===== config.mk =====
export PLATFORM = sky130hd
export DESIGN_NAME = pipe_stage_reg_flat
export DESIGN_NICKNAME = d
export VERILOG_FILES = /design/src/rtl/pipe_stage_reg_if.sv /design/src/rtl/pipe_stage_reg.sv /design/src/flat_wrapper.sv
export SDC_FILE = /design/constraint.sdc
export NUM_CORES = 1
export LEC_CHECK = 0
export CAP_MARGIN = 20
export CORE_ASPECT_RATIO = 0.8
export CORE_UTILIZATION = 45
export CTS_BUF_LIST = sky130_fd_sc_hd__clkbuf_16
export CTS_CLUSTER_DIAMETER = 50
export DETAILED_ROUTE_END_ITERATION = 16
export PLACE_DENSITY = 0.83
export SYNTH_ARGS = -nofsm -noshare
export SYNTH_HDL_FRONTEND = slang
export SYNTH_SLANG_ARGS = --single-unit

===== constraint.sdc =====
create_clock -name clk_i -period 1.6 [get_ports clk_i]
set_input_delay 0.32 -clock clk_i [delete_from_list [all_inputs] [get_ports clk_i]]
set_output_delay 0.32 -clock clk_i [all_outputs]
set_load 0.05 [all_outputs]

===== src/rtl/pipe_stage_reg_if.sv =====
// Handshake and payload bundle for pipe_stage_reg.
// The master modport belongs to the side that drives the upstream payload and the downstream ready.
interface pipe_stage_reg_if #(
    parameter int DATA_W = 32,
    parameter int CTRL_W = 4,
    parameter int ADDR_W = 5
);
    logic              flush_i;
    logic              in_valid_i;
    logic              in_ready_o;
    logic [CTRL_W-1:0] ctrl_i;
    logic [DATA_W-1:0] data_a_i;
    logic [DATA_W-1:0] data_b_i;
    logic [ADDR_W-1:0] rd_i;
    logic              out_valid_o;
    logic              out_ready_i;
    logic [CTRL_W-1:0] ctrl_o;
    logic [DATA_W-1:0] data_a_o;
    logic [DATA_W-1:0] data_b_o;
    logic [ADDR_W-1:0] rd_o;

    modport master (
        output flush_i, in_valid_i, ctrl_i, data_a_i, data_b_i, rd_i, out_ready_i,
        input  in_ready_o, out_valid_o, ctrl_o, data_a_o, data_b_o, rd_o
    );

    modport slave (
        input  flush_i, in_valid_i, ctrl_i, data_a_i, data_b_i, rd_i, out_ready_i,
        output in_ready_o, out_valid_o, ctrl_o, data_a_o, data_b_o, rd_o
    );
endinterface


===== src/rtl/pipe_stage_reg.sv =====
// Pipeline stage register built as a 2-entry skid buffer with flush and bubble insertion.
// Define PIPE_STALL_CNT_EN to add the saturating stall cycle counter on stall_cnt_o.
module pipe_stage_reg #(
    parameter int DATA_W = 32,
    parameter int CTRL_W = 4,
    parameter int ADDR_W = 5,
    parameter int CNT_W  = 16
) (
    input  logic             clk_i,
    input  logic             rst_i,
    pipe_stage_reg_if.slave  bus
`ifdef PIPE_STALL_CNT_EN
    ,
    output logic [CNT_W-1:0] stall_cnt_o
`endif
);

    typedef struct packed {
        logic [CTRL_W-1:0] ctrl;
        logic [DATA_W-1:0] data_a;
        logic [DATA_W-1:0] data_b;
        logic [ADDR_W-1:0] rd;
    } entry_t;

    logic   main_valid;
    logic   main_valid_next;
    logic   skid_valid;
    logic   skid_valid_next;
    entry_t main_q;
    entry_t main_next;
    entry_t skid_q;
    entry_t skid_next;
    entry_t in_entry;
    logic   in_xfer;
    logic   out_xfer;

    assign in_entry = {bus.ctrl_i, bus.data_a_i, bus.data_b_i, bus.rd_i};
    assign in_xfer  = bus.in_valid_i & ~skid_valid & ~bus.flush_i;
    assign out_xfer = main_valid & bus.out_ready_i;

    // Skid only fills while main is held, so it always drains into main before any newer input.
    always_comb begin
        main_valid_next = main_valid;
        skid_valid_next = skid_valid;
        main_next       = main_q;
        skid_next       = skid_q;
        if (bus.flush_i) begin
            main_valid_next = 1'b0;
            skid_valid_next = 1'b0;
        end else if (!main_valid || out_xfer) begin
            if (skid_valid) begin
                main_next       = skid_q;
                main_valid_next = 1'b1;
                skid_valid_next = 1'b0;
            end else if (in_xfer) begin
                main_next       = in_entry;
                main_valid_next = 1'b1;
            end else begin
                main_valid_next = 1'b0;
            end
        end else if (in_xfer) begin
            skid_next       = in_entry;
            skid_valid_next = 1'b1;
        end
    end

    always_ff @(posedge clk_i or negedge rst_i) begin
        if (!rst_i) begin
            main_valid <= 1'b0;
            skid_valid <= 1'b0;
            main_q     <= '0;
            skid_q     <= '0;
        end else begin
            main_valid <= main_valid_next;
            skid_valid <= skid_valid_next;
            main_q     <= main_next;
            skid_q     <= skid_next;
        end
    end

    // Ready comes straight from the skid register, so out_ready_i never reaches in_ready_o.
    assign bus.in_ready_o  = ~skid_valid;
    assign bus.out_valid_o = main_valid;
    assign bus.ctrl_o      = main_valid ? main_q.ctrl : '0;
    assign bus.data_a_o    = main_q.data_a;
    assign bus.data_b_o    = main_q.data_b;
    assign bus.rd_o        = main_q.rd;

`ifdef PIPE_STALL_CNT_EN
    logic [CNT_W-1:0] stall_cnt;

    // Counts held-output cycles; flush leaves it alone, only reset clears it.
    always_ff @(posedge clk_i or negedge rst_i) begin
        if (!rst_i) begin
            stall_cnt <= '0;
        end else if (main_valid && !bus.out_ready_i && (stall_cnt != {CNT_W{1'b1}})) begin
            stall_cnt <= stall_cnt + {{(CNT_W-1){1'b0}}, 1'b1};
        end
    end

    assign stall_cnt_o = stall_cnt;
`else
    // CNT_W only sizes the optional counter; this empty guard keeps it referenced when compiled out.
    if (CNT_W < 1) begin : g_cnt_w_unused
    end
`endif

endmodule


===== src/flat_wrapper.sv =====
// flat-port wrapper written by rule: the top's interface ports become plain ports
module pipe_stage_reg_flat 
#(
    parameter int DATA_W = 32,
    parameter int CTRL_W = 4,
    parameter int ADDR_W = 5,
    parameter int CNT_W  = 16
)
  (clk_i, rst_i, bus_flush_i, bus_in_valid_i, bus_ctrl_i, bus_data_a_i, bus_data_b_i, bus_rd_i, bus_out_ready_i, bus_in_ready_o, bus_out_valid_o, bus_ctrl_o, bus_data_a_o, bus_data_b_o, bus_rd_o);
  pipe_stage_reg_if #(.DATA_W(DATA_W), .CTRL_W(CTRL_W), .ADDR_W(ADDR_W)) bus_i ();
  input  logic clk_i;
  input  logic rst_i;
  input wire logic [$bits(bus_i.flush_i)-1:0] bus_flush_i;
  input wire logic [$bits(bus_i.in_valid_i)-1:0] bus_in_valid_i;
  input wire logic [$bits(bus_i.ctrl_i)-1:0] bus_ctrl_i;
  input wire logic [$bits(bus_i.data_a_i)-1:0] bus_data_a_i;
  input wire logic [$bits(bus_i.data_b_i)-1:0] bus_data_b_i;
  input wire logic [$bits(bus_i.rd_i)-1:0] bus_rd_i;
  input wire logic [$bits(bus_i.out_ready_i)-1:0] bus_out_ready_i;
  output wire logic [$bits(bus_i.in_ready_o)-1:0] bus_in_ready_o;
  output wire logic [$bits(bus_i.out_valid_o)-1:0] bus_out_valid_o;
  output wire logic [$bits(bus_i.ctrl_o)-1:0] bus_ctrl_o;
  output wire logic [$bits(bus_i.data_a_o)-1:0] bus_data_a_o;
  output wire logic [$bits(bus_i.data_b_o)-1:0] bus_data_b_o;
  output wire logic [$bits(bus_i.rd_o)-1:0] bus_rd_o;
  assign bus_i.flush_i = bus_flush_i;
  assign bus_i.in_valid_i = bus_in_valid_i;
  assign bus_i.ctrl_i = bus_ctrl_i;
  assign bus_i.data_a_i = bus_data_a_i;
  assign bus_i.data_b_i = bus_data_b_i;
  assign bus_i.rd_i = bus_rd_i;
  assign bus_i.out_ready_i = bus_out_ready_i;
  assign bus_in_ready_o = bus_i.in_ready_o;
  assign bus_out_valid_o = bus_i.out_valid_o;
  assign bus_ctrl_o = bus_i.ctrl_o;
  assign bus_data_a_o = bus_i.data_a_o;
  assign bus_data_b_o = bus_i.data_b_o;
  assign bus_rd_o = bus_i.rd_o;
  pipe_stage_reg #(.DATA_W(DATA_W), .CTRL_W(CTRL_W), .ADDR_W(ADDR_W), .CNT_W(CNT_W)) u_core (.clk_i(clk_i), .rst_i(rst_i), .bus(bus_i));
endmodule

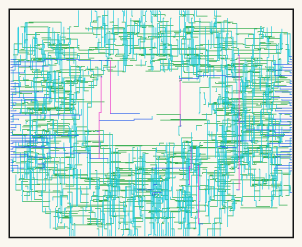
Figure 1: run 1, metal layers overlaid.
Scale: 2 px per um.
[M4] magenta | wire length: 208 um
[M1] green | wire length: 6,630 um
[M3] blue | wire length: 799 um
[M2] cyan | wire length: 7,760 um
Vias: 4,012
Tot GR Track Use: 0.1868
WL final: 15,400 um

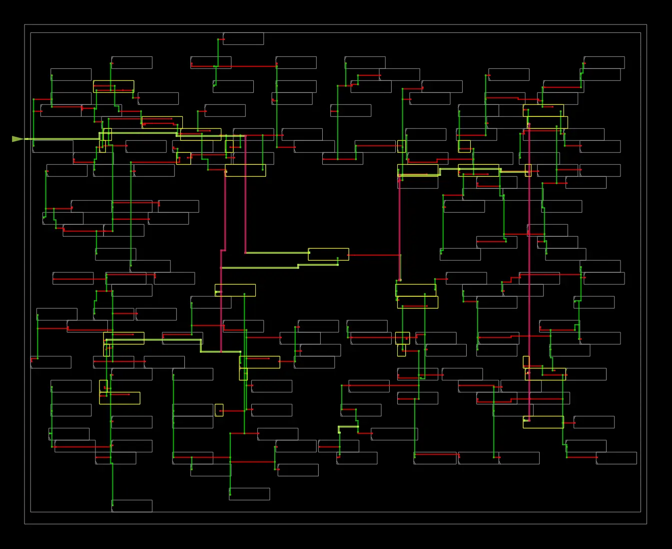
Figure 2: run 1, clock routing.
insertion delay to the later sink of the worst-skew pair: 0.41 ns
CTS Buf Count: 17

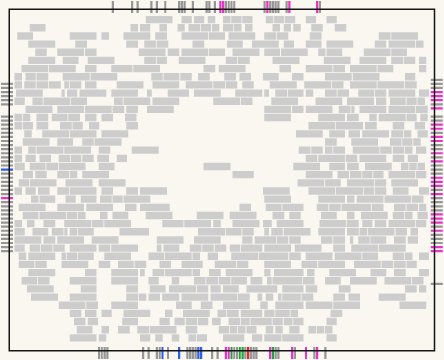
Figure 3: run 1, pin placement.
Scale: 3 px per um. Pins as bars across the die edge, other pins in gray.
[bus_out_ready_i] red | pins: 1 | direction: input | edge: bottom
[bus_ctrl_o] green | pins: 4 | direction: output | edge: bottom
[bus_data_a_i] magenta | pins: 32 | direction: input | edge: 20 right, 6 bottom, 5 top, 1 left
[bus_rd_i] blue | pins: 5 | direction: input | edge: 4 bottom, 1 left
all pins by edge: 43 right, 41 bottom, 40 left, 29 top
Buffers on Ports: 152
die width: 141.2 um
die height: 113.4 um

==> results_slide.txt, run 1 <==
Run Summary

Synthesis
  – Synth top area share: 0.5308
  – Top cell types by occurrence after synthesis: mux2_2 (213), dfrtp_1 (148), buf_4 (69)
  – Async SR Flop Fraction: 1.000
  – XOR Share, Synth: 0
  – Seq share, synth: 0.5308
  – Avg Cell Area, Syn: 14.81 um2

STA
  – Final Setup Violations: 19
  – Final setup TNS: -0.1159 ns
  – Final setup margin: -0.01618 ns
  – Slew @ Worst Pin: 0.3451 ns
  – Peak Freq: 618.7 MHz
  – Hold Vio Cnt, Final: 0
  – Setup Skew: 0.01073 ns
  – Hold WS: 0.3691 ns

Die
  – Row Count: 40

Worst setup path
  – CP startpoint: u_core.skid_valid
  – Max stage delay on crit path: 0.47 ns
  – Reg2reg end: u_core.main_q[72]
  – Critical path class: register to register
  – Buf/Inv on CP: 2

Clock network
  – H-tree levels: 4
  – Worst-path clk slew: 0.06 ns
  – Hold Buf Count CTS: 1
  – Clock Tree Root: clkbuf_16

Final layout
  – Syn-to-layout area delta: 32.05%
  – Post-Layout Cell Count: 802
  – Most frequent cells in the layout: mux2_2 (165), dfrtp_1 (146), clkdlybuf4s50_1 (76), buf_4 (75), mux2_4 (52)
  – Nonclk buf count: between 150 and 200
  – Max reg flops: between 70 and 80
  – Layout filler cell count: 1,129

Route
  – DR WL met2: about 7800 um
  – Highest Signal Layer: met4
  – Wl on met1: 6628 um
  – Routed Antenna Nets: 0
  – WL met3: between 700 and 800 um
  – Initial drt markers: roughly 110

Global routing
  – Met1 usage: 0.2234
  – Antenna violations before repair: 0

Flow run
  – Max cap viols: 0

Run status
  – Status: finished with violations
  – Failing checks: setup timing

Power
  – Power Sequential: 5.04 mW
  – Clock Power Share: 0.284
  – Sw Pwr: roughly 3.9 mW
  – Total chip power: 12.03 mW
  – Sequential group share of total power: 0.419

Place
  – Placed Cells incl. Taps: roughly 760
  – Post-DP HPWL: approximately 9100 um
Figure 4. Placed cells, one color a class (run 1).
Scale: 2 px per um.
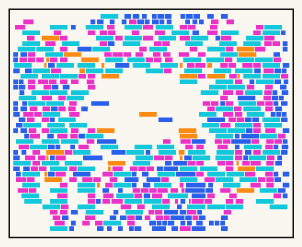

==> run 2: changes to the inputs <==
- CORE_UTILIZATION: 45 -> 30
- PLACE_DENSITY: 0.83 -> 0.62
- TNS_END_PERCENT: unset -> 1
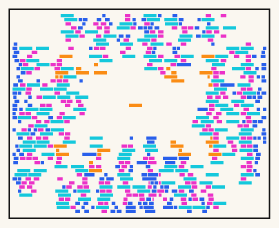
Figure 5: run 2, placed cells, one color a class.
Scale: 1.5 px per um.
[sequential cells] cyan | cells: 148 | share of their area: 43%
[remaining logic cells] magenta | cells: 232 | share of their area: 30%
[clock drivers and dummy loads] orange | cells: 32 | share of their area: 6.3%
[remaining buffers and delay cells] blue | cells: 183 | share of their area: 21%
CORE AREA: 0.02262 mm2
Row Count: 49
fin util: 0.4008
final instance area: 0.009066 mm2

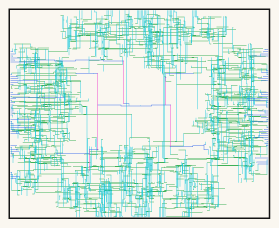
Figure 6: run 2, metal layers overlaid.
Scale: 1.5 px per um.
[M2] cyan | wire length: 7,590 um
[M3] blue | wire length: 606 um
[M4] magenta | wire length: 139 um
[M1] green | wire length: 6,890 um
Tot GR Track Use: 0.1322
WL final: 15,230 um
Wirelength per Cell: 16.90 um

==> results_slide.txt, run 2 <==
Run Summary

STA
  – Final setup margin: -0.01175 ns (was -0.01618 ns)
  – Peak Freq: 620.4 MHz (was 618.7 MHz)
  – Hold WS: 0.3981 ns (was 0.3691 ns)
  – Setup Skew: 0.009073 ns (was 0.01073 ns)
  – Final Setup Violations: 6 (was 19)
  – Hold Vio Cnt, Final: 0 (unchanged)
  – Slew @ Worst Pin: 0.4392 ns (was 0.3451 ns)

Route
  – Highest Signal Layer: met4 (unchanged)
  – Initial drt markers: 75 (was 111)
  – WL met3: 605 um (was 799 um)
  – DR WL met2: 7590 um (was 7763 um)
  – Wl on met1: 6894 um (was 6628 um)

Synthesis
  – Async SR Flop Fraction: 1.000 (unchanged)
  – Top cell types by occurrence after synthesis: mux2_2 (213), dfrtp_1 (148), buf_4 (69) (unchanged)
  – Seq share, synth: 0.5308 (unchanged)
  – Avg Cell Area, Syn: 14.81 um2 (unchanged)
  – XOR Share, Synth: 0 (unchanged)
  – Synth top area share: 0.5308 (unchanged)

Clock network
  – Clock Tree Root: clkbuf_16 (unchanged)
  – H-tree levels: 4 (unchanged)
  – Worst-path clk slew: 0.07 ns (was 0.06 ns)
  – Insertion delay to the later sink of the worst-skew pair: 0.41 ns (about the same)
  – Hold Buf Count CTS: 1 (unchanged)

Worst setup path
  – Critical path class: register to register (unchanged)
  – Buf/Inv on CP: 2 (unchanged)
  – CP startpoint: u_core.bus.out_valid_o (was u_core.skid_valid)
  – Reg2reg end: u_core.bus.data_b_o[11] (was u_core.main_q[72])
  – Max stage delay on crit path: 0.40 ns (was 0.47 ns)

Power
  – Sw Pwr: 4.000 mW (was 3.879 mW)
  – Total chip power: 12.03 mW (about the same)
  – Clock Power Share: 0.309 (was 0.284)
  – Sequential group share of total power: 0.416 (was 0.419)

Final layout
  – Nonclk buf count: 183 (was 181)
  – Layout filler cell count: 2,065 (was 1,129)
  – Post-Layout Cell Count: 901 (was 802)
  – Most frequent cells in the layout: mux2_2 (213), dfrtp_1 (146), buf_4 (84), clkdlybuf4s50_1 (76), clkbuf_16 (17) (was mux2_2 (165), dfrtp_1 (146), clkdlybuf4s50_1 (76), buf_4 (75), mux2_4 (52))
  – Syn-to-layout area delta: 29.95% (was 32.05%)

Global routing
  – Antenna violations before repair: 0 (unchanged)
  – Met1 usage: 0.1701 (was 0.2234)

Run status
  – Failing checks: setup timing (unchanged)
  – Status: finished with violations (unchanged)

Place
  – Post-DP HPWL: 10,070 um (was 9130 um)
  – Placed Cells incl. Taps: 861 (was 758)

Die
  – Die width: 172.5 um (was 141.2 um)
Figure 7. Pin placement (run 2).
Scale: 2 px per um. Pins as bars across the die edge, other pins in gray.
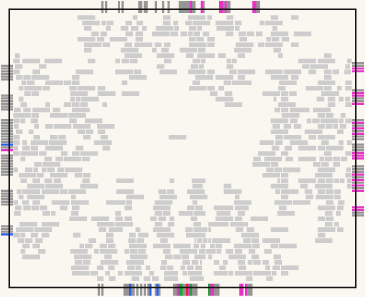

==> run 3: changes to the inputs <==
- SKIP_CTS_REPAIR_TIMING: unset -> 1
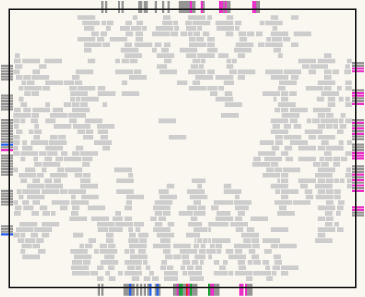
Figure 8: run 3, pin placement.
Scale: 2 px per um. Pins as bars across the die edge, other pins in gray.
[bus_rd_i] blue | pins: 5 | direction: input | edge: 3 bottom, 2 left
[bus_out_ready_i] red | pins: 1 | direction: input | edge: bottom
[bus_data_a_i] magenta | pins: 32 | direction: input | edge: 17 right, 7 bottom, 7 top, 1 left
[bus_ctrl_o] green | pins: 4 | direction: output | edge: bottom
all pins by edge: 42 left, 41 bottom, 38 right, 32 top
die height: 138.4 um
die width: 172.5 um

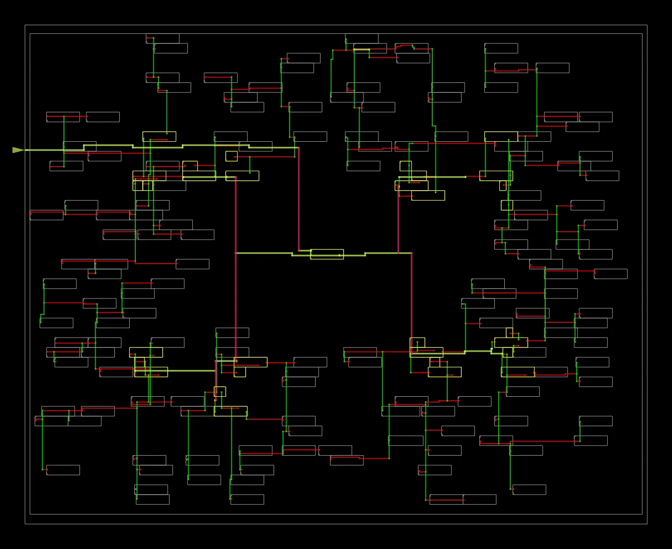
Figure 9: run 3, clock routing.
flop count: 148
Clock Buffer Count: 17

==> results_slide.txt, run 3 <==
Run Summary

Power
  – Clock Power Share: 0.305 (was 0.309)
  – Total chip power: 12.21 mW (was 12.03 mW)
  – Sw Pwr: 4.052 mW (was 4.000 mW)

Run status
  – Status: finished with violations (unchanged)
  – Failing checks: setup timing (unchanged)

Synthesis
  – XOR Share, Synth: 0 (unchanged)
  – Avg Cell Area, Syn: 14.81 um2 (unchanged)
  – Seq share, synth: 0.5308 (unchanged)
  – Async SR Flop Fraction: 1.000 (unchanged)

STA
  – Slew @ Worst Pin: 0.4429 ns (was 0.4392 ns)
  – Final setup margin: -0.01249 ns (was -0.01175 ns)
  – Setup Skew: 0.009930 ns (was 0.009073 ns)
  – Final setup TNS: -0.06453 ns (was -0.03420 ns)
  – Final Setup Violations: 17 (was 6)
  – Peak Freq: 620.2 MHz (was 620.4 MHz)

Clock network
  – Worst-path clk slew: 0.07 ns (about the same)
  – CTS Buf Count: 17 (unchanged)
  – Insertion delay to the later sink of the worst-skew pair: 0.41 ns (about the same)

Worst setup path
  – Max stage delay on crit path: 0.40 ns (about the same)
  – Buf/Inv on CP: 2 (unchanged)
  – CP startpoint: u_core.bus.out_valid_o (unchanged)
  – Reg2reg end: u_core.bus.data_b_o[11] (unchanged)

Final layout
  – Post-Layout Cell Count: 908 (was 901)
  – Final instance area: 0.009306 mm2 (was 0.009066 mm2)
  – Max reg flops: 73 (unchanged)
  – Layout filler cell count: 2,049 (was 2,065)
  – Syn-to-layout area delta: 33.39% (was 29.95%)

Global routing
  – Tot GR Track Use: 0.1256 (was 0.1322)
  – Met1 usage: 0.1578 (was 0.1701)

Route
  – Highest Signal Layer: met4 (unchanged)
  – WL met3: 611 um (was 605 um)
  – Vias: 4,008 (was 3,945)
  – Wl on met1: 7373 um (was 6894 um)

Place
  – Placed Cells incl. Taps: 861 (unchanged)
  – Post-DP HPWL: 10,070 um (unchanged)

==> layout pictures side by side <==
Local utilization.
shot_01.png
Scale: 3 px per um. 14 x 11 tiles, from black (low) to pale yellow (high), 0 to 100% covered.
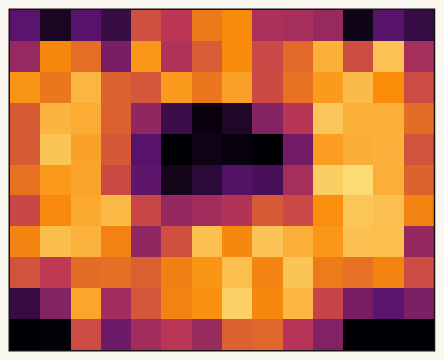
shot_02.png
Scale: 2 px per um. 17 x 14 tiles, from black (low) to pale yellow (high), 0 to 100% covered.
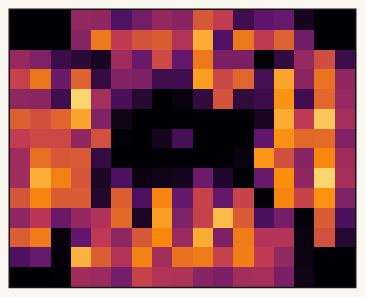
shot_02.png: run 2
shot_01.png: run 1
Of these, largest die: shot_02.png
Of these, highest utilization: shot_01.png

Key to shot_02.png:
tiles over 75% full: 7.6%
nearly empty tiles: 17%
fullest tile: 91%
mean over tiles: 36%
emptiest ninth of the die: middle

No activity file was given, so power comes from the tool's default toggle rates.
